<file path="src/rtl/fifo_wr_arbiter.sv">
// Round-robin arbiter sharing one FIFO write port among N valid/ready producers.
// Tracks a shadow occupancy so no write can overflow, and raises a hysteretic watermark irq.
module fifo_wr_arbiter #(
   parameter int WIDTH = 16,
   parameter int N     = 4,
   parameter int DEPTH = 16,
   parameter int HI_WM = 12,
   parameter int LO_WM = 4
) (
   input  logic                       clk,
   input  logic                       rst_n,
   input  logic                       en,
   input  logic [N-1:0]               req_valid,
   input  logic [N*WIDTH-1:0]         req_data,
   output logic [N-1:0]               req_ready,
   output logic                       fifo_wr_en,
   output logic [WIDTH-1:0]           fifo_data_in,
   input  logic                       fifo_rd_en,
   input  logic                       fifo_empty,
   input  logic                       fifo_full,
   output logic [$clog2(DEPTH+1)-1:0] occupancy,
   output logic [$clog2(N)-1:0]       grant_id,
   output logic                       wm_irq,
   output logic                       ovf_err
);
   localparam int OW = $clog2(DEPTH+1);
   localparam int GW = $clog2(N);
   localparam logic [OW-1:0] C_DEPTH    = OW'(DEPTH);
   localparam logic [OW-1:0] C_HI       = OW'(HI_WM);
   localparam logic [OW-1:0] C_LO       = OW'(LO_WM);
   localparam logic [OW:0]   C_DEPTH_P  = (OW+1)'(DEPTH);
   localparam logic [OW:0]   C_DEPTH_M1 = (OW+1)'(DEPTH-1);
   localparam logic [GW:0]   C_N        = (GW+1)'(N);
   localparam logic [GW-1:0] C_LAST     = GW'(N-1);

   typedef enum logic [1:0] {
      IDLE  = 2'd0,
      ARB   = 2'd1,
      STALL = 2'd2
   } state_t;

   state_t            r_state;
   state_t            w_state_nxt;
   logic              r_wr_en;
   logic [WIDTH-1:0]  r_data;
   logic [OW-1:0]     r_occ;
   logic [GW-1:0]     r_grant_id;
   logic              r_wm;
   logic              r_ovf;

   logic [OW:0]       w_pending;
   logic              w_can_issue;
   logic              w_found;
   logic [GW-1:0]     w_winner;
   logic [GW:0]       w_sum;
   logic [N-1:0]      w_onehot;
   logic              w_xfer;
   logic              w_inc;
   logic              w_dec;
   logic [WIDTH-1:0]  w_data;

   // Pending includes the word already on its way into the FIFO.
   assign w_pending   = {1'b0, r_occ} + {{OW{1'b0}}, r_wr_en};
   assign w_can_issue = rst_n & en & (r_state == ARB) & (w_pending < C_DEPTH_P);
   assign req_ready   = w_onehot & {N{w_can_issue & w_found}};
   assign w_xfer      = w_can_issue & w_found;
   assign w_inc       = r_wr_en & ~fifo_full;
   assign w_dec       = fifo_rd_en & ~fifo_empty;
   assign w_data      = req_data[w_winner*WIDTH +: WIDTH];

   // Rotating priority search starting just after the last granted producer
   always_comb begin
      w_found  = 1'b0;
      w_winner = r_grant_id;
      w_sum    = '0;
      for (int k = 1; k <= N; k++) begin
         w_sum = {1'b0, r_grant_id} + (GW+1)'(k);
         if (w_sum >= C_N) begin
            w_sum = w_sum - C_N;
         end else begin
            w_sum = w_sum;
         end
         if (!w_found && req_valid[w_sum[GW-1:0]]) begin
            w_found  = 1'b1;
            w_winner = w_sum[GW-1:0];
         end else begin
            w_found  = w_found;
            w_winner = w_winner;
         end
      end
   end

   // One-hot decode of the search winner
   always_comb begin
      w_onehot           = '0;
      w_onehot[w_winner] = 1'b1;
   end

   // Next-state: stall once the granted word will fill the FIFO
   always_comb begin
      w_state_nxt = r_state;
      case (r_state)
         IDLE: begin
            if (en) w_state_nxt = ARB;
            else    w_state_nxt = IDLE;
         end
         ARB: begin
            if (!en)                                    w_state_nxt = IDLE;
            else if (w_xfer && w_pending >= C_DEPTH_M1) w_state_nxt = STALL;
            else if (w_pending >= C_DEPTH_P)            w_state_nxt = STALL;
            else                                        w_state_nxt = ARB;
         end
         STALL: begin
            if (!en)                          w_state_nxt = IDLE;
            else if (w_pending < C_DEPTH_P)   w_state_nxt = ARB;
            else                              w_state_nxt = STALL;
         end
         default: w_state_nxt = IDLE;
      endcase
   end

   // State register
   always_ff @(posedge clk) begin
      if (!rst_n) r_state <= IDLE;
      else        r_state <= w_state_nxt;
   end

   // Write strobe, data and last-grant registers
   always_ff @(posedge clk) begin
      if (!rst_n) begin
         r_wr_en    <= 1'b0;
         r_data     <= '0;
         r_grant_id <= C_LAST;
      end else begin
         r_wr_en <= w_xfer;
         if (w_xfer) begin
            r_data     <= w_data;
            r_grant_id <= w_winner;
         end
      end
   end

   // Shadow occupancy, watermark hysteresis and sticky overflow flag
   always_ff @(posedge clk) begin
      if (!rst_n) begin
         r_occ <= '0;
         r_wm  <= 1'b0;
         r_ovf <= 1'b0;
      end else begin
         if (w_inc && !w_dec && r_occ != C_DEPTH)       r_occ <= r_occ + {{(OW-1){1'b0}}, 1'b1};
         else if (w_dec && !w_inc && r_occ != {OW{1'b0}}) r_occ <= r_occ - {{(OW-1){1'b0}}, 1'b1};
         if (r_occ >= C_HI)      r_wm <= 1'b1;
         else if (r_occ <= C_LO) r_wm <= 1'b0;
         if (r_wr_en && fifo_full) r_ovf <= 1'b1;
      end
   end

   assign fifo_wr_en   = r_wr_en;
   assign fifo_data_in = r_data;
   assign occupancy    = r_occ;
   assign grant_id     = r_grant_id;
   assign wm_irq       = r_wm;
   assign ovf_err      = r_ovf;
endmodule

</file>
<file path="config.mk">
export PLATFORM = sky130hd
export DESIGN_NAME = fifo_wr_arbiter
export DESIGN_NICKNAME = d
export VERILOG_FILES = /design/src/rtl/fifo_wr_arbiter.sv
export SDC_FILE = /design/constraint.sdc
export NUM_CORES = 1
export LEC_CHECK = 0
export CAP_MARGIN = 20
export CORE_MARGIN = 1
export CORE_UTILIZATION = 25
export CTS_CLUSTER_SIZE = 25
export DETAILED_ROUTE_END_ITERATION = 16
export PLACE_DENSITY_LB_ADDON = 0.3
export SLEW_MARGIN = 10
export SYNTH_ARGS = -nofsm -noshare
export SYNTH_HDL_FRONTEND = slang
export SYNTH_SLANG_ARGS = --single-unit
export TNS_END_PERCENT = 100
</file>
<file path="constraint.sdc">
create_clock -name clk -period 3.42 [get_ports clk]
set_clock_uncertainty 0.05 [all_clocks]
set_input_delay 0.684 -clock clk [delete_from_list [all_inputs] [get_ports clk]]
set_output_delay 0.684 -clock clk [all_outputs]
set_load 0.02 [all_outputs]
</file>
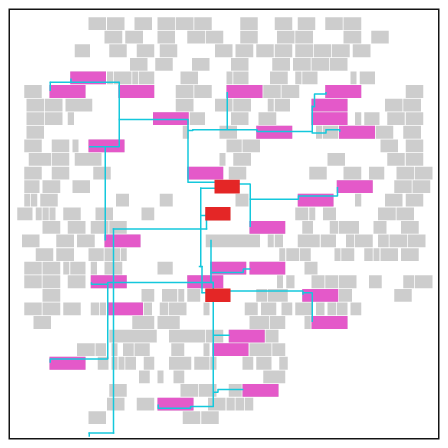
Figure 1: run 1, clock network drawn from the DEF.
clock wires -> cyan  # length 413 um
clock-net drivers -> red  # count 3
flip-flops -> magenta  # count 28
routed clock nets = 4
Clk power: 0.267 mW
clock group share of total power: 24.7%

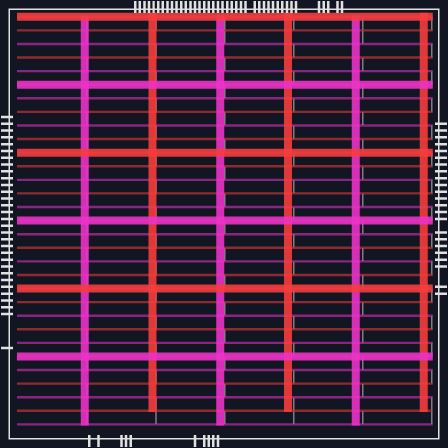
Figure 2: run 1, floorplan with the power grid.
Pins as bars on the die edge. Tap cells in grey.
VDD -> red
VSS -> magenta
rows = 30
met4 straps = 6
met1 rails = 31
signal pins = 104
Die Y-Extent: 85.68 um
Die Wd: 85.68 um
VDD IR max: 0.0001614 V
CORE AREA: 6794 um2

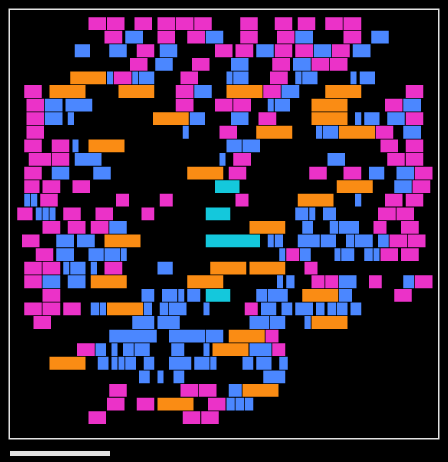
Figure 3: run 1, placement by cell class.
The bar under the picture is 20 um long.
clock drivers and dummy loads -> cyan  # cells 4, share of their area 2.5%
remaining buffers and delay cells -> magenta  # cells 116, share of their area 39%
remaining logic cells -> blue  # cells 147, share of their area 39%
registers -> orange  # cells 28, share of their area 19%
Final Util: 44.13%
sequential share of cell area: 18.70%
std cell rows: 30
final instance area: 2998 um2

==> deck_impl_summary.md, run 1 <==
Run Summary

Route
  • DRC violations left: 0
  • Vias: 1,809
  • Via/cell ratio: 4.627
  • Antenna viol nets, final: 0
  • DR iter-0 viols: 56
  • Drt pass-1 iters: 4
  • Post-Route WL: 5095 um

Yosys
  • Max-area cell share: 32.02%
  • Netlist cell types: 45
  • Syn_area_per_cell: 9.462 um2
  • Top cells by area: dfxtp_1 (32%), mux2i_1 (20%), o221ai_1 (7.0%)
  • Yosys chip area: 1750 um2
  • Yosys Instances: 185
  • Syn nets: 265
  • Post-synth EDFFs: 0
  • Post-synth seq share: 32.02%
  • Ys flop type: dfxtp_1
  • Async set or reset register ratio after synthesis: 0%
  • Ys flops: 28
  • Cell type with the largest total area: dfxtp_1
  • Ys Warns: 0

Worst setup path
  • Critical path capture point type: primary output
  • Most used cell, CP: clkdlybuf4s50_1
  • CP Data Arrival Time: 2550 ps
  • WP data required: 2690 ps
  • Crit path max fanout: 5
  • Top delay family on crit path: buffers and inverters
  • Crit path cell chain: clkdlybuf4s50_1 > and3b_1 > a211oi_1 > o211ai_2 > nor2_1 > clkdlybuf4s50_1
  • Critical Setup Path Class: primary input to primary output
  • Worst setup path startpoint: req_valid[3]
  • CP Buf/Inv Count: 2
  • Worst path max stage delay: 610 ps
  • Slowest-stage cell, CP: clkdlybuf4s50_1
  • Crit start category: primary input

Placed design
  • Pre-CTS setup slack: -18.56 ps
  • DP Area: 2927 um2
  • DP Wirelength: 3884 um
  • Final GP Congestion: 0.7812

STA
  • Final Hold Viols: 0
  • Min Tclk post-route: 3288 ps
  • Hold Slack: 427.0 ps
  • Max frequency: 304.2 MHz
  • Setup-failing EPs final: 0
  • Unrepaired setup endpoints after global routing: no
  • Pins over their slew limit: 0
  • Max transition margin: 64.81%
  • Final worst slack: 132.5 ps
  • Worst slew pin tran: 523.0 ps
  • Sum Neg Setup Slack: 0 ps

CTS
  • Clock Tree Root: clkbuf_8
  • CTS tree: built
  • Clock transition at the registers of the reported paths: 100 ps
  • Clk latency late pin: 280 ps
  • Clock Path Buffers: 2
  • H-tree Lvls: 1
  • TritonCTS buffer count: 3
  • CTS Sinks: 28

Cells and area
  • Non-filler cells in the finished layout: 391
  • Area delta synth->final: 71.27%
  • Top Layout Cells: clkdlybuf4s50_1 (100), mux2i_1 (35), dfxtp_1 (28)
  • Nets: 376
  • Share of layout cells above drive strength 1: 9.492%
  • Commonest Layout Cell: clkdlybuf4s50_1
  • N_diodes: 0

Run
  • Total of max-cap violations: 0
  • Tool warning count: 26

Min path
  • Hold Path Class: flop to flop
  • Hold path startpoint: fifo_data_in[13]

Die
  • FP Util: 25.76%
  • I/O pin count: 104

Global route
  • Initial antenna violation count: 0
  • Largest net degree at the start of global routing: 24
  • Overflow after GRT: 0

Run status
  • Outcome: finished clean

Power and ir drop
  • Leak: 1.259 nW
  • Power per cell area: 359.9 nW/um2
==> run 1: per-layer routing <==
layer	share of wire [%]	track usage [%]	routed length (um)	up-vias
met5	0	0	0	-
met1	49	19.08	2518	822
met3	6.0	2.214	305	7
met4	1.7	5.000	87	0
met2	43	21.75	2184	61
li1	-	-	-	919
==> run 1: path summary, 6_finish.rpt <==
check	end	slack, ps	depth (start not counted)
worst max register to register	occupancy[4]	920	8
worst min register to register	fifo_data_in[13]	430	2
worst min-delay path	fifo_data_in[13]	430	2
worst max-delay path	req_ready[0]	130	6
==> run 1: synthesized netlist by cell type (all sizes together), types with 2 or more instances <==
library cell / instances
o21ai: 2
a21o: 2
or3: 2
inv: 5
dfxtp: 28
nor2: 12
a31oi: 2
buf: 9
nor3: 3
mux2i: 35
xnor2: 3
a21oi: 9
a211oi: 2
o221ai: 16
o211ai: 2
ha: 5
nand2: 22
o21a: 2
nor4: 2
nand2b: 4
==> run 1: area by class of cell <==
class	count	area, um2
Fill cell	677	3796
Inverter	5	18.77
Clock buffer	3	41.29
Tap cell	96	120.1
Clock inverter	1	30.03
Timing Repair Buffer	116	1129
Sequential cell	28	560.5
Multi-Input combinational cell	142	1099
==> run 1: where the power goes <==
group	leakage, nW	total, mW	switching [mW]	internal, mW
sequential	0.228	0.380	0.0278	0.353
clock	0.0357	0.267	0.110	0.157
combinational	0.995	0.432	0.187	0.244
==> run 1: flip-flops by register name (all words and copies together), names as in the netlist <==
| signal | count |
|---|---|
| fifo_data_in | 16 |
| wm_irq | 1 |
| grant_id | 2 |
| r_state | 2 |
| ovf_err | 1 |
| fifo_wr_en | 1 |
| occupancy | 5 |
==> run 1: kinds of logic after synthesis <==
group                      Yosys count  share of synthesized area [%]
buffers and inverters               15                          5.218
and+or+nand+nor                     51                          13.80
DFF                                 28                          32.02
AOI/OAI and AO/OA                   46                          21.23
muxes                               36                          21.52
xor gates and xnor gates             3                          1.501
adders and majority gates            6                          4.718
==> run 1: tightest hold or removal path: cells and delay by family (launching register included) <==
kind	cells	cell delay, ps
AND-OR/OR-AND	1	60
flip-flops	1	340
AND/OR/NAND/NOR	1	50
==> run 1: repair_timing <==
item / CTS / global route
resized: 2 / 1
hold buffers: 0 / 0
setup endpoints to repair: 2 / 1
setup buffers: 0 / 0
--- run 2 (diff from run 1) ---
--- a/config.mk
+++ b/config.mk
@@ -10,7 +10,7 @@
 export CORE_UTILIZATION = 25
 export CTS_CLUSTER_SIZE = 25
 export DETAILED_ROUTE_END_ITERATION = 16
-export PLACE_DENSITY_LB_ADDON = 0.3
+export PLACE_DENSITY_LB_ADDON = 0.2
 export SLEW_MARGIN = 10
 export SYNTH_ARGS = -nofsm -noshare
 export SYNTH_HDL_FRONTEND = slang
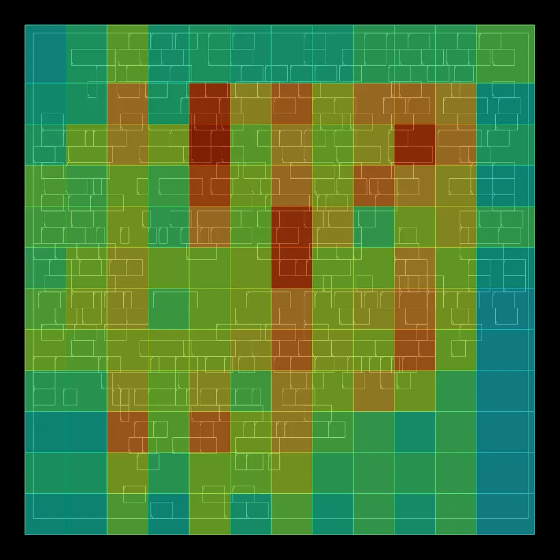
Figure 4: run 2, track usage over the die.
GRT Max-Usage Layer: met2
WL/cell: 13.40 um
Tot GR Track Use: 14.41%
Final Util: 44.22%

==> run 2 against run 1 <==
Final area rose by 0.21%. Largest power group unchanged. Setup slack got worse by 17 ps. Worst hold slack got worse by 4.4 ps. Critical path type unchanged. Critical endpoint unchanged. Highest routed layer unchanged. Die size did not move.
==> deck_impl_summary.md, run 2 <==
Run Summary

Run status
  • Outcome: finished clean (unchanged)

Worst setup path
  • Worst path max stage delay: 650 ps (was 610 ps)
  • Crit path cell chain: clkdlybuf4s50_1 > nor4_1 > nor3_2 > buf_4 > o211ai_2 > nor2_1 > clkdlybuf4s50_1 (was clkdlybuf4s50_1 > and3b_1 > a211oi_1 > o211ai_2 > nor2_1 > clkdlybuf4s50_1)
  • Top delay family on crit path: buffers and inverters (unchanged)
  • Critical path capture point type: primary output (unchanged)
  • R2r worst-path depth: 9 (was 8)
  • CP Buf/Inv Count: 3 (was 2)
  • Critical register-to-register path endpoint: occupancy[4] (unchanged)
  • Slowest-stage cell, CP: clkdlybuf4s50_1 (unchanged)
  • CP Data Arrival Time: 2570 ps (was 2550 ps)
  • Crit start category: primary input (unchanged)
  • Worst R2R Setup Slack: 930 ps (was 920 ps)
  • WP data required: 2690 ps (about the same)
  • Critical Setup Path Class: primary input to primary output (unchanged)
  • Crit path max fanout: 5 (unchanged)

Route
  • Antenna viol nets, final: 0 (unchanged)
  • DR iter-0 viols: 71 (was 56)
  • Via/cell ratio: 4.657 (was 4.627)
  • Vias: 1,835 (was 1,809)
  • Drt pass-1 iters: 4 (unchanged)
  • Post-Route WL: 5278 um (was 5095 um)

Yosys
  • Ys flop type: dfxtp_1 (unchanged)
  • Syn_area_per_cell: 9.462 um2 (unchanged)
  • Yosys chip area: 1750 um2 (unchanged)
  • Cell type with the largest total area: dfxtp_1 (unchanged)
  • Top cells by area: dfxtp_1 (32%), mux2i_1 (20%), o221ai_1 (7.0%) (unchanged)
  • Post-synth EDFFs: 0 (unchanged)
  • Synth top cell by count: mux2i_1 (unchanged)
  • Ys Warns: 0 (unchanged)
  • Netlist cell types: 45 (unchanged)
  • Async set or reset register ratio after synthesis: 0% (unchanged)
  • Post-synth seq share: 32.02% (unchanged)
  • Syn nets: 265 (unchanged)

Global route
  • Met2 Use GR: 24.22% (was 21.75%)
  • Largest net degree at the start of global routing: 27 (was 24)
  • Initial antenna violation count: 0 (unchanged)
  • GR Util met1: 17.98% (was 19.08%)

Power and ir drop
  • Leak: 1.241 nW (was 1.259 nW)
  • Power per cell area: 344.3 nW/um2 (was 359.9 nW/um2)
  • VDD IR max: 0.0001272 V (was 0.0001614 V)

Die
  • CORE AREA: 6794 um2 (unchanged)
  • Die Y-Extent: 85.68 um (unchanged)
  • I/O pin count: 104 (unchanged)

CTS
  • Clock Path Buffers: 2 (unchanged)
  • H-tree Lvls: 1 (unchanged)
  • Clock Tree Root: clkbuf_8 (unchanged)
  • CTS Sinks: 28 (unchanged)
  • Clk latency late pin: 290 ps (was 280 ps)
  • CTS tree: built (unchanged)

STA
  • Final Hold Viols: 0 (unchanged)
  • Hold Slack: 422.6 ps (was 427.0 ps)
  • Setup-failing EPs final: 0 (unchanged)
  • Sum Neg Setup Slack: 0 ps (unchanged)
  • Min Tclk post-route: 3304 ps (was 3288 ps)
  • Worst slew pin tran: 553.0 ps (was 523.0 ps)
  • Max transition margin: 62.80% (was 64.81%)

Placed design
  • DP Area: 2949 um2 (was 2927 um2)
  • DP Wirelength: 4176 um (was 3884 um)

Cells and area
  • Nets: 379 (was 376)
  • Final instance area: 3004 um2 (was 2998 um2)
  • Top Layout Cells: clkdlybuf4s50_1 (101), mux2i_1 (35), dfxtp_1 (28) (was clkdlybuf4s50_1 (100), mux2i_1 (35), dfxtp_1 (28))
  • Register area: 560.5 um2 (unchanged)
  • Share of layout cells above drive strength 1: 11.07% (was 9.492%)
  • Area delta synth->final: 71.62% (was 71.27%)
  • Largest register FFs: 16 (unchanged)
  • N_diodes: 0 (unchanged)

Min path
  • Hold depth: 2 (unchanged)
  • Min-Delay Endpoint: fifo_data_in[6] (was fifo_data_in[13])

Run
  • Total of max-cap violations: 0 (unchanged)
  • Tool warning count: 26 (unchanged)
-- run 2: cell counts after synthesis --
No cell type changed its count.
-- run 2: worst min-delay path, cell delays in order (launching register included) --
cell	delay (ps)
dfxtp_1	340
nand2_1	50
o221ai_1	50
-- run 2: area by class of cell --
class                   count  share of cell area, %
inverters                   5                 0.6247
repair buffers            119                  38.15
multi-input cells         142                  36.73
flip-flops and latches     28                  18.66
well taps                  96                  3.998
clock buffers               4                  1.833
-- run 2: worst max-delay path by stage --
stage | from | slack, ps | depth (start not counted) | end
floorplan | occupancy[0] | 440 | 8 | req_ready[2]
global placement | rst_n | -40 | 7 | req_ready[2]
detailed placement | req_valid[3] | -80 | 7 | req_ready[2]
CTS | req_valid[3] | 70 | 6 | req_ready[0]
global route | req_valid[3] | 4 | 7 | req_ready[1]
finish | req_valid[3] | 120 | 7 | req_ready[0]
-- run 2: repair_timing --
item | in CTS | in global routing
endpoints found under the setup margin | 2 | 4
setup buffers | 0 | 0
gates resized | 2 | 4
-- run 2: routing by layer --
metal  up-vias  part of all wire, %  routed length (um)
met5         -                    0                   0
met2        54                   49                2585
met3         7                  5.2                 273
li1        932                    -                   -
met4         0                  1.9                 102
met1       842                   44                2316
-- run 2: power breakdown --
part	internal (mW)	leakage, nW	total (mW)	switching [mW]
Combinational	0.248	0.985	0.441	0.193
Clock	0.104	0.0288	0.217	0.113
Sequential	0.353	0.228	0.376	0.0232
Total	0.704	1.24	1.03	0.330
-- run 2: cell families after synthesis --
group	synth area share (%)
AND/OR/NAND/NOR	13.80
buffers and inverters	5.218
multiplexers	21.52
XOR/XNOR	1.501
AND-OR/OR-AND	21.23
flip-flops	32.02
adder cells (fa/ha/maj)	4.718
Power and IR drop assume default switching activity.
